Run 1, M3 wires:
Scale: 4 px per um. Cells faint in the background.
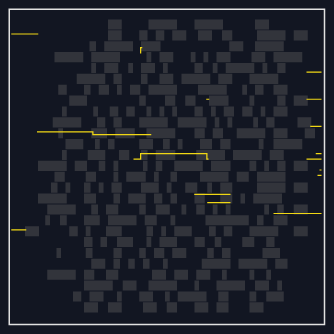
Run 1, cell sizes after repair:
Scale: 4 px per um.
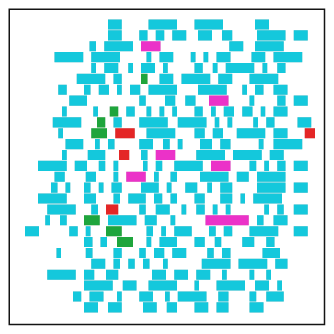
Run 1, cells coloured by class:
Scale: 6 px per um.
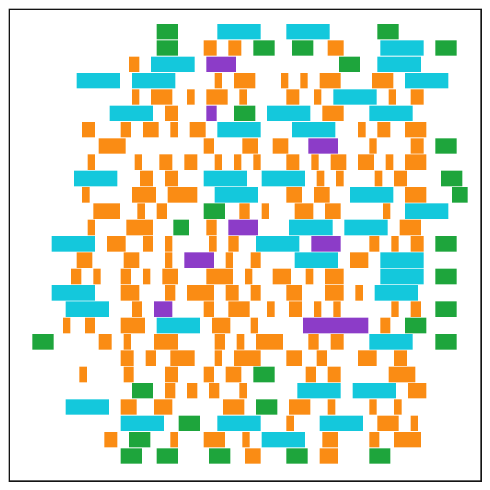
===== src/rtl/bcd_pkg.sv =====
// Purpose : shared types and helpers for the BCD <-> binary conversion blocks.
// Latency : n/a (package only).
// Backpressure: n/a.
//   state_t      - converter FSM encoding (IDLE, CONV, CHECK)
//   DIGIT_MAX    - largest legal BCD digit value
//   bin_width(n) - binary width needed to hold any n-digit decimal value
package bcd_pkg;

  typedef enum logic [1:0] {
    IDLE  = 2'd0,
    CONV  = 2'd1,
    CHECK = 2'd2
  } state_t;

  localparam logic [3:0] DIGIT_MAX = 4'd9;

  // $clog2(10**ndig), written as a loop so it elaborates as a constant function
  // without relying on integer power support in every tool.
  function automatic int bin_width(input int ndig);
    int p;
    p = 1;
    for (int i = 0; i < ndig; i++) begin
      p = p * 10;
    end
    return $clog2(p);
  endfunction

endpackage


===== src/rtl/bcd_digit_adj.sv =====
// Purpose : one-digit double-dabble correction, out = (in >= 8) ? in - 3 : in.
// Latency : combinational, zero cycles.
// Backpressure: none; pure function of the input.
//   din_i  [3:0] - digit value after the shift
//   dout_o [3:0] - corrected digit
module bcd_digit_adj (
  input  logic [3:0] din_i,
  output logic [3:0] dout_o
);

  // A digit >= 8 after a right shift means a tens carry of 10 was halved into
  // this position as 8 instead of 5; removing 3 restores the decimal weight.
  assign dout_o = (din_i >= 4'd8) ? (din_i - 4'd3) : din_i;

endmodule


===== src/rtl/bcd_to_bin_seq.sv =====
// Purpose : sequential NDIG-digit BCD to unsigned binary (reverse double-dabble).
// Latency : W+1 cycles from accepting edge for legal input, 1 cycle for illegal input.
// Backpressure: Start sampled only while idle; Start during Busy is dropped, not queued.
//   Clock, Reset (sync, active-high)
//   Start, BCD[4*NDIG-1:0]   - request and packed digits ([3:0] = ones)
//   Bin[W-1:0], Err          - result and invalid-digit flag, updated on Done
//   Busy, Done               - in-progress level and one-cycle completion pulse
module bcd_to_bin_seq
  import bcd_pkg::*;
#(
  parameter  int NDIG = 3,
  localparam int W    = bin_width(NDIG)
) (
  input  logic                Clock,
  input  logic                Reset,
  input  logic                Start,
  input  logic [4*NDIG-1:0]   BCD,
  output logic [W-1:0]        Bin,
  output logic                Busy,
  output logic                Done,
  output logic                Err
);

  localparam int SW = 4 * NDIG + W;      // shift register: {digits, binary}
  localparam int CW = $clog2(W + 1);     // iteration counter width

  localparam logic [CW-1:0] LAST_ITER = CW'(W - 1);

  state_t          state_q, state_d;
  logic [SW-1:0]   sr_q,    sr_d;
  logic [CW-1:0]   cnt_q,   cnt_d;
  logic [W-1:0]    bin_q,   bin_d;
  logic            err_q,   err_d;
  logic            done_q,  done_d;

  logic [SW-1:0]   sr_shift;
  logic [SW-1:0]   sr_adj;
  logic            digit_bad;

  // --------------------------------------------------------------------------
  // Datapath: shift right by one, then correct every digit in the upper field.
  // The binary field only receives shifted-in bits and is never adjusted.
  // --------------------------------------------------------------------------
  assign sr_shift = sr_q >> 1;
  assign sr_adj[W-1:0] = sr_shift[W-1:0];

  for (genvar g = 0; g < NDIG; g++) begin : g_adj
    bcd_digit_adj u_adj (
      .din_i  (sr_shift[W + 4*g +: 4]),
      .dout_o (sr_adj[W + 4*g +: 4])
    );
  end

  // Validity check runs on the freshly loaded digits while in CHECK.
  always_comb begin
    digit_bad = 1'b0;
    for (int i = 0; i < NDIG; i++) begin
      if (sr_q[W + 4*i +: 4] > DIGIT_MAX) begin
        digit_bad = 1'b1;
      end
    end
  end

  // --------------------------------------------------------------------------
  // Control
  // --------------------------------------------------------------------------
  always_comb begin
    state_d = state_q;
    sr_d    = sr_q;
    cnt_d   = cnt_q;
    bin_d   = bin_q;
    err_d   = err_q;
    done_d  = 1'b0;

    unique case (state_q)
      IDLE: begin
        if (Start) begin
          sr_d    = {BCD, {W{1'b0}}};
          cnt_d   = '0;
          state_d = CHECK;
        end
      end

      CHECK: begin
        if (digit_bad) begin
          // Illegal digit: report immediately, skip the conversion entirely.
          err_d   = 1'b1;
          bin_d   = '0;
          done_d  = 1'b1;
          state_d = IDLE;
        end else begin
          state_d = CONV;
        end
      end

      CONV: begin
        sr_d  = sr_adj;
        cnt_d = cnt_q + CW'(1);
        if (cnt_q == LAST_ITER) begin
          // Err is cleared here rather than in CHECK so that Bin and Err
          // always move together on the Done edge of the same request.
          bin_d   = sr_adj[W-1:0];
          err_d   = 1'b0;
          done_d  = 1'b1;
          state_d = IDLE;
        end
      end

      default: begin
        state_d = IDLE;
      end
    endcase
  end

  always_ff @(posedge Clock) begin
    if (Reset) begin
      state_q <= IDLE;
      sr_q    <= '0;
      cnt_q   <= '0;
      bin_q   <= '0;
      err_q   <= 1'b0;
      done_q  <= 1'b0;
    end else begin
      state_q <= state_d;
      sr_q    <= sr_d;
      cnt_q   <= cnt_d;
      bin_q   <= bin_d;
      err_q   <= err_d;
      done_q  <= done_d;
    end
  end

  assign Bin  = bin_q;
  assign Err  = err_q;
  assign Done = done_q;
  assign Busy = (state_q != IDLE);

endmodule


===== config.mk =====
export PLATFORM = sky130hd
export DESIGN_NAME = bcd_to_bin_seq
export DESIGN_NICKNAME = d
export VERILOG_FILES = /design/src/rtl/bcd_pkg.sv /design/src/rtl/bcd_digit_adj.sv /design/src/rtl/bcd_to_bin_seq.sv
export SDC_FILE = /design/constraint.sdc
export NUM_CORES = 1
export LEC_CHECK = 0
export CELL_PAD_IN_SITES_DETAIL_PLACEMENT = 2
export CELL_PAD_IN_SITES_GLOBAL_PLACEMENT = 2
export CORE_MARGIN = 2
export CORE_UTILIZATION = 35
export DETAILED_ROUTE_END_ITERATION = 10
export HOLD_SLACK_MARGIN = 0.12
export PLACE_DENSITY = 0.93
export SYNTH_ARGS = -nofsm -noshare
export SYNTH_HDL_FRONTEND = slang
export SYNTH_SLANG_ARGS = --single-unit

===== constraint.sdc =====
create_clock -name Clock -period 5.39 [get_ports Clock]
set_input_delay 0.8085 -clock Clock [delete_from_list [all_inputs] [get_ports Clock]]
set_output_delay 0.8085 -clock Clock [all_outputs]
set_load 0.03 [all_outputs]

==> CHANGELOG.md, run 1 <==
### Physical design

* P_seq at 0.326 mW
* Flops after synth at 39
* Routed Antenna Nets at 0
* Most frequent logic cell in the layout: dfxtp_1
* WL met1 at ~2.6 mm
* Final worst-path cycle share at ~56%
* Layout cells sized above 1 at 6.97%
* Worst Setup SP: state_q[1]
* CP Max Fanout at 22
* Synth Seq Share at 40.3%
* Simple Share, Synth at 18.7%
* Status: completed
* Routed vias/inst at about 5.3
* Logic inverters at 10
* Top-area cell share at 40.3%
* Commonest cells in the netlist: dfxtp_1, nor2_1, nand2_1
* Syn_nets at 245
* Port Buffers at 27
* Hold path endpoint: Bin[6]
* Fa+ha+maj area frac at 5.81%
* DR pass1 iterations at 4
* Starting Density at 35.6%
* CP Cell Sequence: inv_1 -> ha_1 -> inv_1 -> nor2_1 -> a22oi_1 -> nor2_1
## Picture notes: 'M3 wires'
share of all routed wire: 1.7%
longest straight run: 16.6 um
nets with wire on the layer: 13
wire length on this layer: 103 um
main direction: horizontal

## Picture notes: 'cell sizes after repair'
legend:
  cyan:
    size: x1 and smaller
    cells: 227
    most_used: dfxtp_1
  magenta:
    size: x6 and larger
    cells: 6
    most_used: clkbuf_8
  red:
    size: x3 and x4
    cells: 4
    most_used: buf_4
  green:
    size: x2
    cells: 7
    most_used: o221a_2

## Picture notes: 'cells coloured by class'
legend:
  cyan:
    class: registers
    cells: 39
    share_of_their_area: 35%
  orange:
    class: remaining logic cells
    cells: 168
    share_of_their_area: 48%
  purple:
    class: clock drivers and dummy loads
    cells: 8
    share_of_their_area: 5.0%
  green:
    class: remaining buffers and delay cells
    cells: 29
    share_of_their_area: 13%

==> run 2, diff against run 1 <==
CORE_UTILIZATION = 32   (was 35)
PLACE_DENSITY = 0.86   (was 0.93)
clock period = 3.1 ns   (was 5.39 ns; I/O delays follow)
Run 2, cell sizes after repair:
Scale: 3 px per um.
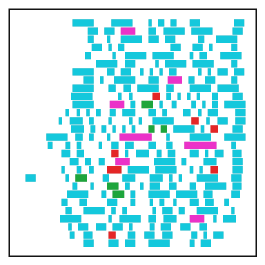
legend:
  cyan:
    size: x1 and smaller
    cells: 228
    most_used: dfxtp_1
  red:
    size: x3 and x4
    cells: 7
    most_used: buf_4
  green:
    size: x2
    cells: 6
    most_used: o221a_2
  magenta:
    size: x6 and larger
    cells: 7
    most_used: clkbuf_8

==> run 2 against run 1 <==
Final cell count rose by 2.2%. Non-clock buffer count rose by 4. Worst hold slack improved by 0.0065 ns. Register-to-register slack got worse by 1.5 ns. Highest routed layer unchanged. Sequential share of layout area fell by 0.75 points. Critical path depth fell by 2. Setup slack got worse by 1.8 ns. Synthesized area did not move. Clock skew rose by 0.0068 ns. Wire length rose by 1.8%. Critical path type is now flip-flop to output pin. First-iteration DRC count rose by 34%. Die area rose by 8.9%.
==> CHANGELOG.md, run 2 <==
### Physical design

* Flops after synth at 39 (unchanged)
* Top-area cell share at 40.3% (unchanged)
* WL met1 at 2.60 mm (was 2.56 mm)
* Status: completed (unchanged)
* Worst Setup SP: state_q[1] (unchanged)
* Routed vias/inst at 5.48 (was 5.31)
* Port Buffers at 27 (unchanged)
* Routed Antenna Nets at 0 (unchanged)
* Most frequent logic cell in the layout: dfxtp_1 (unchanged)
* Layout cells sized above 1 at 8.06% (was 6.97%)
* P_seq at 0.569 mW (was 0.326 mW)
* Fa+ha+maj area frac at 5.81% (unchanged)
* DR pass1 iterations at 4 (unchanged)
* Simple Share, Synth at 18.7% (unchanged)
* Logic inverters at 10 (unchanged)
* CP Class: flip-flop to output pin (was flip-flop to flip-flop)
* Syn_nets at 245 (unchanged)
* CP Cell Sequence: inv_1 -> ha_1 -> inv_1 -> clkdlybuf4s50_1 (was inv_1 -> ha_1 -> inv_1 -> nor2_1 -> a22oi_1 -> nor2_1)
* Top cells, area: dfxtp_1, mux2i_1, ha_1 (unchanged)
* Commonest cells in the netlist: dfxtp_1, nor2_1, nand2_1 (unchanged)
Power figures rest on the tool's default switching activity, not on a simulated workload.
